==> config.mk <==
export PLATFORM = sky130hd
export DESIGN_NAME = polaris_bus_arbiter
export DESIGN_NICKNAME = d
export VERILOG_FILES = /design/src/rtl/polaris_bus_arbiter.sv
export SDC_FILE = /design/constraint.sdc
export NUM_CORES = 1
export LEC_CHECK = 0
export ABC_AREA = 1
export CORE_AREA = 2 2 194 196
export DETAILED_ROUTE_END_ITERATION = 8
export DIE_AREA = 0 0 196 198
export MAX_ROUTING_LAYER = met4
export SLEW_MARGIN = 30
export SYNTH_ARGS = -nofsm -noshare
export SYNTH_HDL_FRONTEND = slang
export SYNTH_SLANG_ARGS = --single-unit
==> constraint.sdc <==
create_clock -name clk_i -period 2.3 [get_ports clk_i]
set_input_delay 0.345 -clock clk_i [delete_from_list [all_inputs] [get_ports clk_i]]
set_output_delay 0.345 -clock clk_i [all_outputs]
set_load 0.03 [all_outputs]
==> src/rtl/polaris_bus_arbiter.sv <==
// polaris_bus_arbiter
// Merges the PolarisCPU instruction (I) and data (D) master ports onto one
// shared 64-bit bus master port. One requester is granted at a time; the
// grant is held until the slave acknowledges, and ack/read data are steered
// back to the granted side combinationally. Every grant is followed by one
// IDLE cycle, and simultaneous requests alternate via the last-served flag.
//
// Optional feature macro: POLARIS_ARB_WATCHDOG_EN
//   Defined   - a 16-bit grant watchdog forces a completion (ack with zero
//               data plus a berr_o pulse) after TMO_CYCLES granted cycles
//               without back_i.
//   Undefined - no watchdog, berr_o tied 0, a grant waits indefinitely.
module polaris_bus_arbiter #(
    parameter int ABW        = 64,
    parameter int TMO_CYCLES = 255
) (
    input  logic           clk_i,
    input  logic           reset_i,
    input  logic [ABW-1:0] iadr_i,
    input  logic [1:0]     isiz_i,
    output logic           iack_o,
    output logic [31:0]    idat_o,
    input  logic [ABW-1:0] dadr_i,
    input  logic [63:0]    ddat_i,
    input  logic           dwe_i,
    input  logic           dcyc_i,
    input  logic           dstb_i,
    input  logic [1:0]     dsiz_i,
    input  logic           dsigned_i,
    output logic           dack_o,
    output logic [63:0]    ddat_o,
    output logic [ABW-1:0] badr_o,
    output logic [63:0]    bdat_o,
    input  logic [63:0]    bdat_i,
    output logic           bwe_o,
    output logic           bcyc_o,
    output logic           bstb_o,
    output logic [1:0]     bsiz_o,
    output logic           bsigned_o,
    input  logic           back_i,
    output logic           berr_o
);

    typedef enum logic [1:0] {
        IDLE = 2'd0,
        IGNT = 2'd1,
        DGNT = 2'd2
    } state_t;

    state_t state_r;
    state_t state_nxt_s;
    logic   last_d_r;
    logic   last_d_nxt_s;
    logic   ireq_s;
    logic   dreq_s;
    logic   expire_s;

    assign ireq_s = |isiz_i;
    assign dreq_s = dcyc_i & dstb_i;

`ifdef POLARIS_ARB_WATCHDOG_EN
    // Expiry fires in the granted cycle whose count equals TMO_CYCLES.
    localparam logic [15:0] TMO_LAST = 16'(TMO_CYCLES - 1);

    logic [15:0] wdog_r;

    // Grant watchdog: zero while idle (so every grant starts from 0), counts granted cycles without ack.
    always_ff @(posedge clk_i) begin
        if (reset_i) begin
            wdog_r <= 16'd0;
        end else if (state_r == IDLE) begin
            wdog_r <= 16'd0;
        end else if (!back_i) begin
            wdog_r <= wdog_r + 16'd1;
        end else begin
            wdog_r <= wdog_r;
        end
    end

    assign expire_s = (state_r != IDLE) && (wdog_r == TMO_LAST);
`else
    logic unused_tmo;

    assign expire_s   = 1'b0;
    assign unused_tmo = (TMO_CYCLES != 0);
`endif

    // Grant state and last-served flag registers.
    always_ff @(posedge clk_i) begin
        if (reset_i) begin
            state_r  <= IDLE;
            last_d_r <= 1'b0;
        end else begin
            state_r  <= state_nxt_s;
            last_d_r <= last_d_nxt_s;
        end
    end

    // Arbitration and grant-completion decisions.
    always_comb begin
        state_nxt_s  = state_r;
        last_d_nxt_s = last_d_r;
        case (state_r)
            IDLE: begin
                if (ireq_s && dreq_s) begin
                    state_nxt_s = last_d_r ? IGNT : DGNT;
                end else if (dreq_s) begin
                    state_nxt_s = DGNT;
                end else if (ireq_s) begin
                    state_nxt_s = IGNT;
                end else begin
                    state_nxt_s = IDLE;
                end
            end
            IGNT: begin
                if (back_i || expire_s) begin
                    state_nxt_s  = IDLE;
                    last_d_nxt_s = 1'b0;
                end else if (!ireq_s) begin
                    state_nxt_s = IDLE;
                end else begin
                    state_nxt_s = IGNT;
                end
            end
            DGNT: begin
                if (back_i || expire_s) begin
                    state_nxt_s  = IDLE;
                    last_d_nxt_s = 1'b1;
                end else if (!dreq_s) begin
                    state_nxt_s = IDLE;
                end else begin
                    state_nxt_s = DGNT;
                end
            end
            default: begin
                state_nxt_s = IDLE;
            end
        endcase
    end

    // Bus drive and ack/data steering for the granted side; everything 0 when idle.
    always_comb begin
        badr_o    = '0;
        bdat_o    = 64'd0;
        bwe_o     = 1'b0;
        bcyc_o    = 1'b0;
        bstb_o    = 1'b0;
        bsiz_o    = 2'b00;
        bsigned_o = 1'b0;
        iack_o    = 1'b0;
        idat_o    = 32'd0;
        dack_o    = 1'b0;
        ddat_o    = 64'd0;
        berr_o    = expire_s & ~back_i;
        case (state_r)
            IGNT: begin
                badr_o = iadr_i;
                bsiz_o = isiz_i;
                bcyc_o = 1'b1;
                bstb_o = 1'b1;
                iack_o = back_i | expire_s;
                if (back_i) begin
                    idat_o = iadr_i[2] ? bdat_i[63:32] : bdat_i[31:0];
                end else begin
                    idat_o = 32'd0;
                end
            end
            DGNT: begin
                badr_o    = dadr_i;
                bdat_o    = ddat_i;
                bwe_o     = dwe_i;
                bsiz_o    = dsiz_i;
                bsigned_o = dsigned_i;
                bcyc_o    = 1'b1;
                bstb_o    = 1'b1;
                dack_o    = back_i | expire_s;
                if (back_i) begin
                    ddat_o = bdat_i;
                end else begin
                    ddat_o = 64'd0;
                end
            end
            default: begin
                berr_o = 1'b0;
            end
        endcase
    end

endmodule

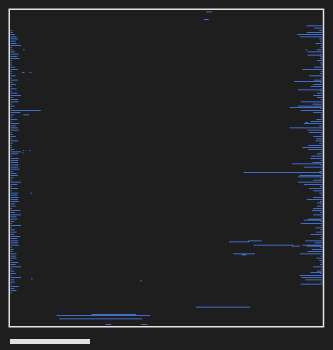
*Met3 routing*
Bar = 50 µm.
- main direction: horizontal
- longest straight run: 58.4 µm
- wire length on this layer: 1,410 µm
- nets with wire on the layer: 259
- share of all routed wire: 7.0%
Post-Route WL: 20.1 mm
Vias: 5,353

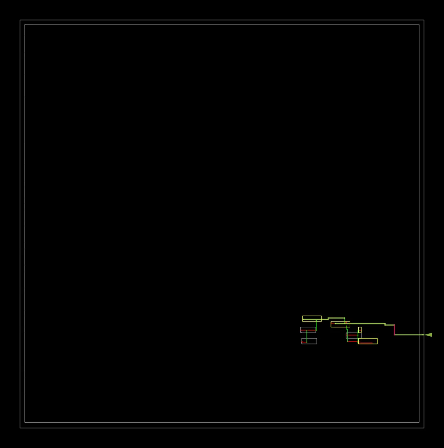
*The clock network*
num sequential: 3
Final Skew: 0.000896 ns
CTS Buf Count: 3
clk_lat worst skew: 0.22 ns
P_clk: 0.277 mW

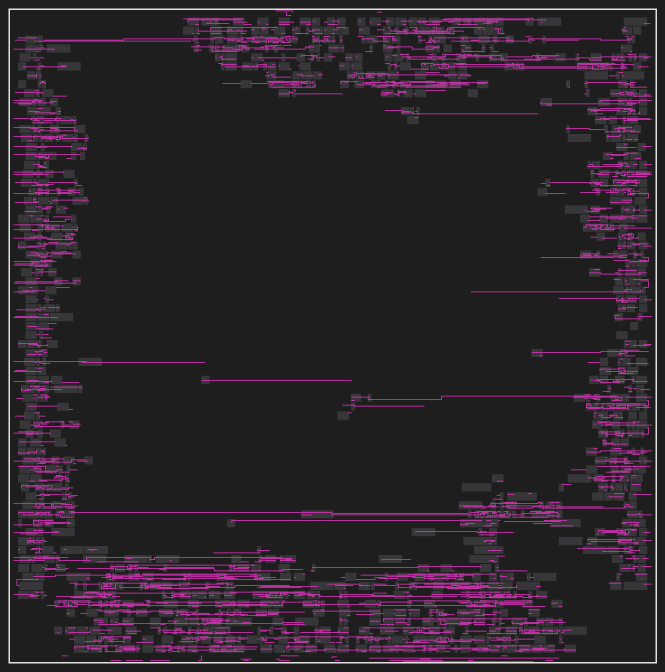
*M1 wires*
Cells faint in the background.
- nets with wire on the layer: 1,145
- main direction: horizontal
- longest straight run: 79.1 µm
- wire length on this layer: 8,240 µm
- share of all routed wire: 41%
met1 Use GR: 11.0%

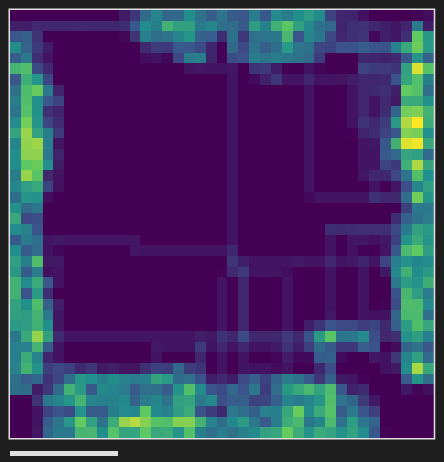
*Wiring heat map*
Bar = 50 µm. 39 x 40 tiles, from dark purple (low) to yellow (high), scaled to the fullest tile. Values are wire area over tile area, all layers added.
- nearly empty tiles: 45%
- emptiest ninth of the die: centre
- densest ninth of the die: south-west
- fullest tile: 0.48
- tiles over half the peak: 12%
- mean over tiles: 0.083
wire per inst: 12.9 µm
All-Layer GR Usage: 9.48%

==> impl_metrics.toml <==
# implementation run metrics
[outcome]
status = "finished clean"

[finish]
diodes = 0
syn_to_final_growth_pct = 193
logic_area_um2 = 2050
top_regs = "state_r x2, last_d_r x1"
nNonClkInverters = 137
final_area_um2 = 8420
clock_area_share_pct = 0.936
lay_top_cells = "clkdlybuf4s50_1 (296), nand2_1 (203), buf_4 (167)"
flop_area_um2 = 60.1
n_clock_buffer = 4

[placement]
post-dp-hpwl_mm = 17.4
port_buffers = 498
dp.cells = 1545

[final_timing]
slew_viol_final = 0
hold_viol_final = 0
fmax_ghz = 0.449
rsz0062_at_grt = "true"
setup_tns_ns = 0

[worst_setup_path]
reg2reg_to = "last_d_r$_SDFFE_PP0P_"
cp_cell_sequence = "inv_2 -> ha_4 -> buf_12 -> nand2_1 -> inv_1 -> clkdlybuf4s50_1"
endpoint = "bdat_o[62]"
cp.arrival_ns = 1.88
reg2reg_from = "state_r[0]$_SDFF_PP0_"

[yosys]
simple_gate_share_pct = 35.5
yosys.area.top_type = "nand2_1"
adder_share_pct = 1.74
yosys.area_share.aoi_pct = 31.0
synthArstFlopShare_pct = 0
top_cells_by_count = "nand2_1 (204), inv_1 (134), a21oi_1 (72)"
synthCells = 600

[clock_network]
cts_resized = 28
clkSinkCount = 3
hold_buffers = 0
postCtsSetupRepairBufs = 2

[pwr]
finalPower_mw = 1.77
peakVddDrop_uv = 165

[route]
routed_via_density = 3.45
detail_route.iter0.violations = 156
dr.pass1.iters = 4
antenna_left = 0
met2_length_mm = 10.1

[floorplanning]
dieArea_um2 = 38800
n_tap_cell = 474
die_h_um = 198
die_w_um = 196

[grt]
grt_antenna_before_repair = 0
grt_max_degree = 64
Power and IR drop assume default switching activity.
